==> src/rtl/jk_pkg.sv <==
// Shared types for the JK excitation driver.
// State encoding and the {J,K} excitation codes.
package jk_pkg;

    typedef enum logic [1:0] {
        IDLE,
        DRIVE,
        CHECK
    } state_t;

    localparam logic [1:0] HOLD   = 2'b00;
    localparam logic [1:0] SET    = 2'b10;
    localparam logic [1:0] RESET  = 2'b01;
    localparam logic [1:0] TOGGLE = 2'b11;

endpackage

==> src/rtl/jk_excite_bit.sv <==
// One lane of JK excitation logic.
// Maps current Q and target bit to a {J,K} pair.
module jk_excite_bit
    import jk_pkg::*;
(
    input  logic q,
    input  logic t,
    input  logic use_toggle,
    output logic j,
    output logic k
);

    logic [1:0] code;

    // Pick hold, set, reset or toggle for this lane
    always_comb begin
        code = HOLD;
        unique case (1'b1)
            (q == t):                   code = HOLD;
            (q != t) && use_toggle:     code = TOGGLE;
            !q && t && !use_toggle:     code = SET;
            q && !t && !use_toggle:     code = RESET;
            default:                    code = HOLD;
        endcase
    end

    assign {j, k} = code;

endmodule

==> src/rtl/jk_excitation_driver.sv <==
// Drives an external JK bank toward a target word.
// One DRIVE cycle, one CHECK cycle, bounded retries.
module jk_excitation_driver
    import jk_pkg::*;
#(
    parameter int WIDTH      = 4,
    parameter int USE_TOGGLE = 0,
    parameter int MAX_RETRY  = 2
) (
    input  logic                            clk,
    input  logic                            rst,
    input  logic [WIDTH-1:0]                tgt_data,
    input  logic                            tgt_valid,
    output logic                            tgt_ready,
    input  logic [WIDTH-1:0]                q_fb,
    output logic [WIDTH-1:0]                j_out,
    output logic [WIDTH-1:0]                k_out,
    output logic                            done,
    output logic                            err,
    output logic                            match,
    output logic [$clog2(MAX_RETRY+2)-1:0]  attempts
);

    localparam int AW = $clog2(MAX_RETRY + 2);

    state_t           state;
    logic [WIDTH-1:0] tgt_q;
    logic [WIDTH-1:0] lane_t;
    logic [WIDTH-1:0] exc_j;
    logic [WIDTH-1:0] exc_k;

    assign tgt_ready = (state == IDLE) && !rst;

    // Excite toward the incoming word when idle, else the captured one
    assign lane_t = (state == IDLE) ? tgt_data : tgt_q;

    for (genvar i = 0; i < WIDTH; i++) begin : g_lane
        jk_excite_bit u_bit (
            .q          (q_fb[i]),
            .t          (lane_t[i]),
            .use_toggle (USE_TOGGLE != 0),
            .j          (exc_j[i]),
            .k          (exc_k[i])
        );
    end

    // Transaction FSM with registered outputs and attempt counter
    always_ff @(posedge clk or posedge rst) begin
        if (rst) begin
            state    <= IDLE;
            tgt_q    <= '0;
            j_out    <= '0;
            k_out    <= '0;
            done     <= 1'b0;
            err      <= 1'b0;
            match    <= 1'b0;
            attempts <= '0;
        end else begin
            done <= 1'b0;
            err  <= 1'b0;
            unique case (state)
                IDLE: begin
                    if (tgt_valid) begin
                        tgt_q    <= tgt_data;
                        attempts <= AW'(1);
                        match    <= 1'b0;
                        j_out    <= exc_j;
                        k_out    <= exc_k;
                        state    <= DRIVE;
                    end
                end
                DRIVE: begin
                    j_out <= '0;
                    k_out <= '0;
                    state <= CHECK;
                end
                CHECK: begin
                    if (q_fb == tgt_q) begin
                        done  <= 1'b1;
                        match <= 1'b1;
                        state <= IDLE;
                    end else if (attempts <= AW'(MAX_RETRY)) begin
                        attempts <= attempts + AW'(1);
                        j_out    <= exc_j;
                        k_out    <= exc_k;
                        state    <= DRIVE;
                    end else begin
                        err   <= 1'b1;
                        match <= 1'b0;
                        state <= IDLE;
                    end
                end
                default: state <= IDLE;
            endcase
        end
    end

endmodule

==> config.mk <==
export PLATFORM = sky130hd
export DESIGN_NAME = jk_excitation_driver
export DESIGN_NICKNAME = d
export VERILOG_FILES = /design/src/rtl/jk_pkg.sv /design/src/rtl/jk_excite_bit.sv /design/src/rtl/jk_excitation_driver.sv
export SDC_FILE = /design/constraint.sdc
export NUM_CORES = 1
export LEC_CHECK = 0
export CORE_UTILIZATION = 35
export CTS_CLUSTER_DIAMETER = 150
export DETAILED_ROUTE_END_ITERATION = 7
export GPL_TIMING_DRIVEN = 0
export PLACE_DENSITY_LB_ADDON = 0.12
export SYNTH_ARGS = -nofsm -noshare
export SYNTH_HDL_FRONTEND = slang
export SYNTH_SLANG_ARGS = --single-unit
export TNS_END_PERCENT = 10
==> constraint.sdc <==
create_clock -name clk -period 2.95 [get_ports clk]
set_input_delay 0.4425 -clock clk [delete_from_list [all_inputs] [get_ports clk]]
set_output_delay 0.4425 -clock clk [all_outputs]
set_load 0.02 [all_outputs]
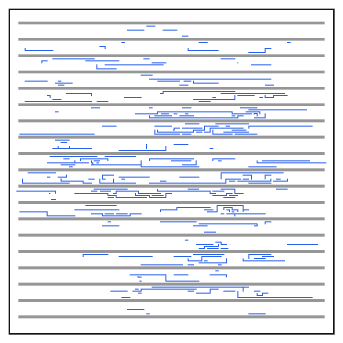
Fig. 1. Metal 1.
Drawn at 6 px/um. Supply wires on this layer in gray.
- main direction: horizontal
- wire length on this layer: 833 um
- longest straight run: 20.2 um
- nets with wire on the layer: 102
final WL: 1900 um
routed vias: 710
M1 GR Usage: 19.8%

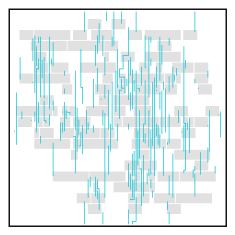
Fig. 2. Signal wires on met2.
Drawn at 4 px/um.
- longest straight run: 29.9 um
- share of all routed wire: 49%
- wire length on this layer: 925 um
- nets with wire on the layer: 108
- main direction: vertical
GR Util met2: 27.6%

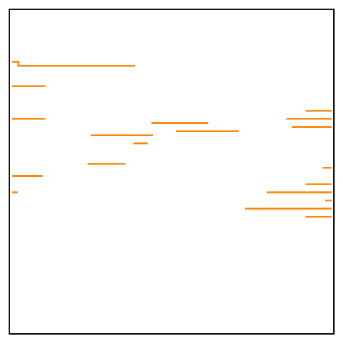
Fig. 3. M3 wires.
Drawn at 6 px/um.
- nets with wire on the layer: 17
- main direction: horizontal

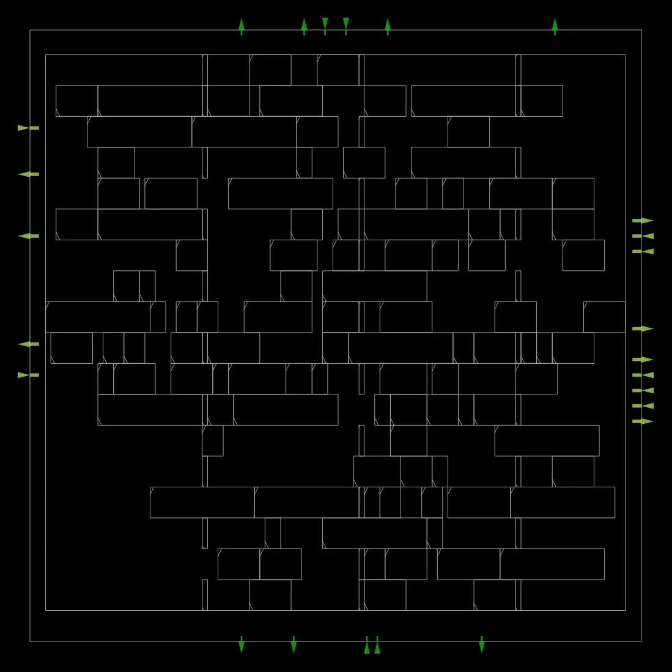
Fig. 4. Placement view.
well tap count: 30
core area: 2500 um2
final core occ: 49.8%
Seq cells: 19
FILL cells: 218

==> cells in the mapped netlist <==
cell type	n	area, um2
dfrtp_1	19	475
nor2_1	10	37.5
inv_1	4	15.0
mux2_2	4	45.0
mux2_4	4	60.1
o21ai_0	4	20.0
xnor2_1	4	35.0
a21bo_2	3	30.0
a22oi_1	3	22.5
nand3_1	3	15.0
o22ai_1	3	18.8
a21oi_1	2	10.0
mux2i_1	2	20.0
a22o_1	1	8.76
and2_0	1	6.26
and2_1	1	6.26
and4b_1	1	10.0
buf_2	1	5.00
ha_1	1	12.5
nand2b_4	1	13.8
nand4_2	1	12.5
nor2b_1	1	6.26
nor3_1	1	5.00
nor3b_1	1	7.51
o21ai_4	1	16.3
o21bai_1	1	7.51
o22ai_2	1	12.5
or2_2	1	6.26
==> per-stage QoR <==
step	area [um2]	setup slack [ns]	power (mW)	util, %	instances
after global placement	1220	0.749	1.19	48.7	134
after detailed placement	1220	0.742	1.20	48.7	134
after global routing	1240	0.603	1.43	49.8	138
after floorplan	941	1.38	0.942	-	80
after CTS	1240	0.655	1.34	49.8	138
final	1240	0.674	1.32	49.8	138
==> flip-flops by register name, indices dropped and copies added (netlist names) <==
register	count
attempts	2
done	1
err	1
j_out	4
k_out	4
match	1
state	2
tgt_q	4
==> final cells by class <==
type	instances	area (um2)
sequential	19	475
inverter	4	15.0
clock buffer	4	26.3
buffer	1	5.00
tap	30	37.5
fill	218	1250
multi-input combinational	56	445
timing repair buffer	24	240
==> logic make-up after synthesis <==
| logic type | count (synthesis) |
|---|---|
| and+or+nand+nor | 22 |
| AOI/OAI and AO/OA | 19 |
| DFF | 19 |
| muxes | 10 |
| buffers and inverters | 5 |
| xor gates and xnor gates | 4 |
| adders and majority gates | 1 |
==> worst max-delay path by stage <==
| stage | from | slack [ns] | endpoint | depth (start not counted) |
|---|---|---|---|---|
| final | state[1] | 0.67 | tgt_ready | 3 |
| after CTS | state[1] | 0.66 | tgt_ready | 3 |
| after global placement | q_fb[2] | 0.75 | j_out[2] | 5 |
| after global routing | state[1] | 0.60 | tgt_ready | 3 |
| after detailed placement | q_fb[0] | 0.74 | j_out[0] | 5 |
| after floorplan | attempts[0] | 1.38 | j_out[0] | 4 |
==> power breakdown <==
group          leakage, nW  switching (mW)  internal, mW
Combinational        0.292           0.347         0.371
Clock               0.0150          0.0789        0.0526
Sequential           0.243          0.0980         0.372
Total                0.550           0.524         0.796
==> worst max-delay path, stage by stage, from the launching register on <==
cell and delay (ns):
dfrtp_1 0.47, or2_2 0.37, nor2_1 0.10, clkdlybuf4s50_1 0.60
==> layer usage <==
| metal | GRT usage (%) | share of wire, % | vias to the layer above |
|---|---|---|---|
| li1 | - | - | 344 |
| met1 | 19.8 | 44 | 341 |
| met2 | 27.6 | 49 | 23 |
| met3 | 5.37 | 6.6 | 2 |
| met4 | 3.95 | 0.63 | 0 |
| met5 | 0 | 0 | - |
==> flow_metrics.tcl <==
# flow metrics
set metrics [dict create \
    run_status "completed" \
    postCtsSetupBuffers 0 \
    grt_pass1_vias 724 \
    drive_above_1_share_pct 18.5 \
    diodes 0 \
    fp_util_pct 37.6 \
    drc 0 \
    hold_path_class "flip-flop to flip-flop" \
    power.density_nw_per_um2 1060 \
    ioPinCount 25 \
    clock_latency_ns 0.29 \
    syn_to_final_growth_pct 32.3 \
    synthAoiAreaFrac_pct 15.6 \
    r2r_slack_ns 1.27 \
    nets 121 \
    grt_pass1_wl_um 3310 \
    detail_route.wl_per_cell_um 13.7 \
    ys_cells 80 \
    htree_levels 1 \
    irDropWorstVdd_mv 0.518 \
    setup_tns_ns 0 \
    top_logic_kind "AND-OR/OR-AND gates" \
    cts.sinks 19 \
    worstHoldStart "k_out[0]" \
    holdWs_ns 0.497 \
    postCtsResizedCells 0 \
    post-route-min-period_ns 2.28 \
    clk_pin_slew_worst_paths_ns 0.11 \
    final_cell_mix "clkdlybuf4s50_1 (24), dfrtp_1 (19), nor2_1 (10)" \
    timing.final.crit_share_pct 77.2 \
    cts_hold_buf 0 \
    reg2regPathDepth 4 \
    cp.required_ns 2.51 \
    hold_end "k_out[0]" \
    die_y_um 53.9 \
    fmax_mhz 439 \
    rsz0062_at_grt "false" \
    dp.final_hpwl_um 1380 \
    synth_adder_area_share_pct 1.33 \
    cts_buffers 3 \
    port_buffers 24 \
    yosys.area_share.xor_xnor_pct 3.72 \
    start_kind "flip-flop" \
    drt_pass1_iterations 4 \
    ant_nets 0 \
    r2r-start "tgt_q[3]" \
    crit_arrival_ns 1.83 \
    clockRootBuffer "clkbuf_4" \
    synthCells 80 \
    gr-total-overflow 0 \
    cp-end-kind "output pin" \
    cap_violations 0 \
    chip_area_um2 2900 \
    setup_viol 0 \
    lay_top_count "clkdlybuf4s50_1" \
    total_leakage_power_nw 0.550 \
    timing.rr.end "j_out[0]" \
    gp_congestion 0.733 \
    slew_viol_final 0 \
    synth_cell_types 28 \
    fp_nets 92 \
    antenna_found_initial 0 \
    ys_sh_mux_pct 13.3 \
    cp_max_fo 6 \
    ys_warn_count 0 \
    grt_usage_pct 16.3 \
    viasPerCell 5.14 \
    grt_max_degree 20 \
    hold_depth 1 \
    cts_tree "built" \
    fp.dieW_um 53.9 \
    relSlewSlack_pct 51.9 \
]
No activity file was given, so power comes from the tool's default toggle rates.
